===== config.mk =====
export PLATFORM = sky130hd
export DESIGN_NAME = rom_dl_bridge
export DESIGN_NICKNAME = d
export VERILOG_FILES = /design/src/rtl/rom_dl_bridge.sv
export SDC_FILE = /design/constraint.sdc
export NUM_CORES = 1
export LEC_CHECK = 0
export ABC_AREA = 0
export CAP_MARGIN = 15
export CORE_UTILIZATION = 55
export CTS_CLUSTER_DIAMETER = 120
export DETAILED_ROUTE_END_ITERATION = 8
export MAX_ROUTING_LAYER = met4
export PLACE_DENSITY = 0.74
export REMOVE_ABC_BUFFERS = 1
export SLEW_MARGIN = 20
export SYNTH_ARGS = -nofsm -noshare
export SYNTH_HDL_FRONTEND = slang
export SYNTH_SLANG_ARGS = --single-unit

===== constraint.sdc =====
create_clock -name clk_sys -period 6 [get_ports clk_sys]
set_input_delay 0.9 -clock clk_sys [delete_from_list [all_inputs] [get_ports clk_sys]]
set_output_delay 0.9 -clock clk_sys [all_outputs]
set_load 0.005 [all_outputs]

===== src/rtl/rom_dl_bridge.sv =====
// Byte-to-word bridge from the ROM downloader to the two sdram write ports.
// Pairs download bytes into words, queues them and issues toggle req/ack writes.
module rom_dl_bridge #(
  parameter logic [23:0] SP_BASE    = 24'h00C000,
  parameter int unsigned FIFO_DEPTH = 4
) (
  input  logic        clk_sys,
  input  logic        reset_n,
  input  logic        ioctl_downl,
  input  logic        ioctl_wr,
  input  logic [24:0] ioctl_addr,
  input  logic [7:0]  ioctl_dout,
  output logic        port1_req,
  input  logic        port1_ack,
  output logic [22:0] port1_a,
  output logic [1:0]  port1_ds,
  output logic [15:0] port1_d,
  output logic        port2_req,
  input  logic        port2_ack,
  output logic [22:0] port2_a,
  output logic [1:0]  port2_ds,
  output logic [15:0] port2_d,
  output logic        rom_loaded,
  output logic        core_reset,
  output logic        overflow
);

  localparam int unsigned PW = (FIFO_DEPTH > 1) ? $clog2(FIFO_DEPTH) : 1;
  localparam int unsigned CW = PW + 1;

  typedef struct packed {
    logic        sel;
    logic [22:0] a;
    logic [1:0]  ds;
    logic [15:0] d;
  } entry_t;

  typedef enum logic {S_IDLE, S_WAIT} state_t;

  logic          r_wr_d, r_dl_d, r_dl_seen;
  logic          r_pend_v;
  logic [22:0]   r_pend_a;
  logic [7:0]    r_pend_d;
  entry_t        r_mem [FIFO_DEPTH];
  logic [PW-1:0] r_wptr, r_rptr;
  logic [CW-1:0] r_cnt;
  state_t        r_state;
  logic          r_sel;
  logic          r_p1_req, r_p2_req;
  logic [22:0]   r_p1_a, r_p2_a;
  logic [1:0]    r_p1_ds, r_p2_ds;
  logic [15:0]   r_p1_d, r_p2_d;
  logic          r_rom_loaded, r_core_reset, r_overflow;

  logic [23:0]   w_baddr;
  logic          w_ev, w_dl_fall, w_dl_rise;
  entry_t        w_flush, w_new11, w_new10, w_p0, w_p1, w_head;
  logic          w_p0_v, w_p1_v;
  logic          w_pend_v_nx;
  logic [22:0]   w_pend_a_nx;
  logic [7:0]    w_pend_d_nx;
  logic          w_pop, w_acc0, w_acc1, w_drop;
  logic [CW-1:0] w_space, w_nacc;
  logic          w_unused;

  assign w_unused  = ioctl_addr[24];
  assign w_baddr   = ioctl_addr[23:0];
  assign w_ev      = ioctl_wr & ~r_wr_d;
  assign w_dl_fall = r_dl_d & ~ioctl_downl;
  assign w_dl_rise = ~r_dl_d & ioctl_downl;

  // Candidate entries: pending even byte alone, a full pair, or a lone odd byte
  assign w_flush.sel = {r_pend_a, 1'b0} >= SP_BASE;
  assign w_flush.a   = r_pend_a;
  assign w_flush.ds  = 2'b01;
  assign w_flush.d   = {8'h00, r_pend_d};
  assign w_new11.sel = w_baddr >= SP_BASE;
  assign w_new11.a   = w_baddr[23:1];
  assign w_new11.ds  = 2'b11;
  assign w_new11.d   = {ioctl_dout, r_pend_d};
  assign w_new10.sel = w_baddr >= SP_BASE;
  assign w_new10.a   = w_baddr[23:1];
  assign w_new10.ds  = 2'b10;
  assign w_new10.d   = {ioctl_dout, 8'h00};

  // Pairing: up to two pushes (w_p0 then w_p1) per byte event
  always_comb begin
    w_p0        = '0;
    w_p1        = '0;
    w_p0_v      = 1'b0;
    w_p1_v      = 1'b0;
    w_pend_v_nx = r_pend_v;
    w_pend_a_nx = r_pend_a;
    w_pend_d_nx = r_pend_d;
    if (w_ev) begin
      if (!w_baddr[0]) begin
        if (r_pend_v) begin
          w_p0_v = 1'b1;
          w_p0   = w_flush;
        end
        w_pend_v_nx = 1'b1;
        w_pend_a_nx = w_baddr[23:1];
        w_pend_d_nx = ioctl_dout;
      end else if (r_pend_v && (r_pend_a == w_baddr[23:1])) begin
        w_p0_v      = 1'b1;
        w_p0        = w_new11;
        w_pend_v_nx = 1'b0;
      end else begin
        w_pend_v_nx = 1'b0;
        w_p0_v      = 1'b1;
        if (r_pend_v) begin
          w_p0   = w_flush;
          w_p1_v = 1'b1;
          w_p1   = w_new10;
        end else begin
          w_p0   = w_new10;
        end
      end
    end else if (w_dl_fall && r_pend_v) begin
      w_p0_v      = 1'b1;
      w_p0        = w_flush;
      w_pend_v_nx = 1'b0;
    end
  end

  // Free slots this cycle count a same-cycle pop, so push-while-full-with-pop is kept
  assign w_head  = r_mem[r_rptr];
  assign w_pop   = (r_state == S_IDLE) && (r_cnt != '0);
  assign w_space = CW'(FIFO_DEPTH) - r_cnt + CW'(w_pop);
  assign w_acc0  = w_p0_v && (w_space != '0);
  assign w_acc1  = w_p1_v && (w_space >= CW'(2));
  assign w_drop  = (w_p0_v & ~w_acc0) | (w_p1_v & ~w_acc1);
  assign w_nacc  = CW'(w_acc0) + CW'(w_acc1);

  always_ff @(posedge clk_sys or negedge reset_n) begin
    if (!reset_n) begin
      r_pend_v <= 1'b0;
      r_pend_a <= '0;
      r_pend_d <= '0;
      r_wptr   <= '0;
      r_rptr   <= '0;
      r_cnt    <= '0;
      for (int unsigned i = 0; i < FIFO_DEPTH; i++) r_mem[i] <= '0;
    end else begin
      r_pend_v <= w_pend_v_nx;
      r_pend_a <= w_pend_a_nx;
      r_pend_d <= w_pend_d_nx;
      if (w_acc0) r_mem[r_wptr] <= w_p0;
      if (w_acc1) r_mem[r_wptr + PW'(1)] <= w_p1;
      r_wptr <= r_wptr + PW'(w_nacc);
      if (w_pop) r_rptr <= r_rptr + PW'(1);
      r_cnt <= r_cnt + w_nacc - CW'(w_pop);
    end
  end

  // Issuer: one outstanding request across both ports
  always_ff @(posedge clk_sys or negedge reset_n) begin
    if (!reset_n) begin
      r_state  <= S_IDLE;
      r_sel    <= 1'b0;
      r_p1_req <= 1'b0;
      r_p1_a   <= '0;
      r_p1_ds  <= '0;
      r_p1_d   <= '0;
      r_p2_req <= 1'b0;
      r_p2_a   <= '0;
      r_p2_ds  <= '0;
      r_p2_d   <= '0;
    end else begin
      case (r_state)
        S_IDLE: begin
          if (w_pop) begin
            r_sel   <= w_head.sel;
            r_state <= S_WAIT;
            if (w_head.sel) begin
              r_p2_a   <= w_head.a;
              r_p2_ds  <= w_head.ds;
              r_p2_d   <= w_head.d;
              r_p2_req <= ~r_p2_req;
            end else begin
              r_p1_a   <= w_head.a;
              r_p1_ds  <= w_head.ds;
              r_p1_d   <= w_head.d;
              r_p1_req <= ~r_p1_req;
            end
          end
        end
        S_WAIT: begin
          if (r_sel ? (port2_ack == r_p2_req) : (port1_ack == r_p1_req))
            r_state <= S_IDLE;
        end
        default: r_state <= S_IDLE;
      endcase
    end
  end

  // Download status, loaded flag and derived core reset
  always_ff @(posedge clk_sys or negedge reset_n) begin
    if (!reset_n) begin
      r_wr_d       <= 1'b0;
      r_dl_d       <= 1'b0;
      r_dl_seen    <= 1'b0;
      r_rom_loaded <= 1'b0;
      r_core_reset <= 1'b1;
      r_overflow   <= 1'b0;
    end else begin
      r_wr_d       <= ioctl_wr;
      r_dl_d       <= ioctl_downl;
      r_dl_seen    <= r_dl_seen | ioctl_downl;
      r_core_reset <= ioctl_downl | ~r_rom_loaded;
      if (!ioctl_downl && r_dl_seen && !r_pend_v && (r_cnt == '0) && (r_state == S_IDLE))
        r_rom_loaded <= 1'b1;
      if (w_dl_rise)   r_overflow <= 1'b0;
      else if (w_drop) r_overflow <= 1'b1;
    end
  end

  assign port1_req  = r_p1_req;
  assign port1_a    = r_p1_a;
  assign port1_ds   = r_p1_ds;
  assign port1_d    = r_p1_d;
  assign port2_req  = r_p2_req;
  assign port2_a    = r_p2_a;
  assign port2_ds   = r_p2_ds;
  assign port2_d    = r_p2_d;
  assign rom_loaded = r_rom_loaded;
  assign core_reset = r_core_reset;
  assign overflow   = r_overflow;

endmodule


==> impl_metrics.tcl <==
# implementation run metrics
set metrics [dict create \
    simple_gate_share 0.0602 \
    track_usage 0.286 \
    crit_buf_inv 2 \
    crit_top_cell "ha_1" \
    post_cts_resized 0 \
    timing.setup.tns_ps 0 \
    slew_headroom 0.273 \
    cp.required_ps 6500 \
    cts_hold_buf 0 \
    drive_gt1_frac 0.246 \
    synth_area_leader_cell "dfrtp_1" \
    seq_share 0.452 \
    insertion_delay_ps 580 \
    drc 0 \
    syn-cell-area_sq_um 14200 \
    maxCapViolations 0 \
    setup_slack_ps 1730 \
    status "finished clean" \
    nets 1188 \
    worst_pin_slew_ps 1090 \
    largest_register_ffs 168 \
    grt_max_degree 148 \
    ys_seq_elements 299 \
    buf_share 0.0858 \
    comb_share 0.372 \
    synth-edff-count 0 \
    grt_pass1_vias 10100 \
    hold_class "primary input to async pin" \
    largest-register "r_mem" \
    hpwl_um 19800 \
    diodes 1 \
    regArea_sq_um 7490 \
    drtIter0Drc 816 \
    routedWlPerCell_um 23.8 \
    ff_count 299 \
    ant_nets 0 \
    peakVddDrop_mv 0.300 \
    die_w_um 163 \
    drv_slew 0 \
]
[power by group]
group / switching (W) / leakage, nW / internal, W / total [W]
Clock: 0.000811 / 0.509 / 0.00115 / 0.00196
Combinational: 0.00131 / 2.54 / 0.00160 / 0.00291
Sequential: 0.000445 / 3.96 / 0.00273 / 0.00318
Total: 0.00257 / 7.01 / 0.00547 / 0.00804
[kinds of logic (layout without fill, tap and decap cells)]
logic type      Yosys count  in the layout
compound gates          294            294
xor+xnor                 36             36
fa+ha+maj                 6              6
buf+inv                 103            213
flops                   299            299
mux                     155            155
other cells               0              1
simple gates            164            164
[routing by layer]
metal / part of all wire / GRT usage / up-vias
met5: 0 / - / -
met4: 0.021 / 0.0824 / 0
met3: 0.065 / 0.0387 / 66
met2: 0.49 / 0.453 / 403
met1: 0.42 / 0.388 / 5011
li1: - / - / 4169
**I/O nets highlighted**

Drawn at 2 px/um.
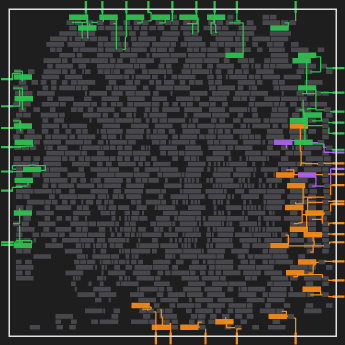
legend:
  green:
    port: `port1_a`
    bits: 23
    direction: output
    end_cells: 23
    buffers: 23
    wire: 534 um
  purple:
    port: `port1_ds`
    bits: 2
    direction: output
    end_cells: 2
    buffers: 2
    wire: 48.7 um
  orange:
    port: `port1_d`
    bits: 16
    direction: output
    end_cells: 16
    buffers: 16
    wire: 338 um

**Signal wires by layer**

Drawn at 4 px/um. Only two layers are drawn.
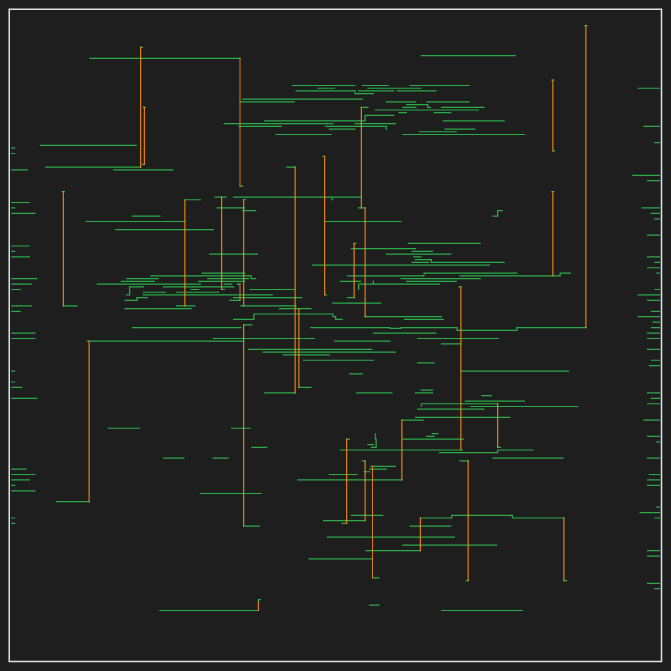
legend:
  orange:
    layer: metal 4
    wire_length: 753 um
  green:
    layer: metal 3
    wire_length: 2330 um

Power figures rest on the tool's default switching activity, not on a simulated workload.
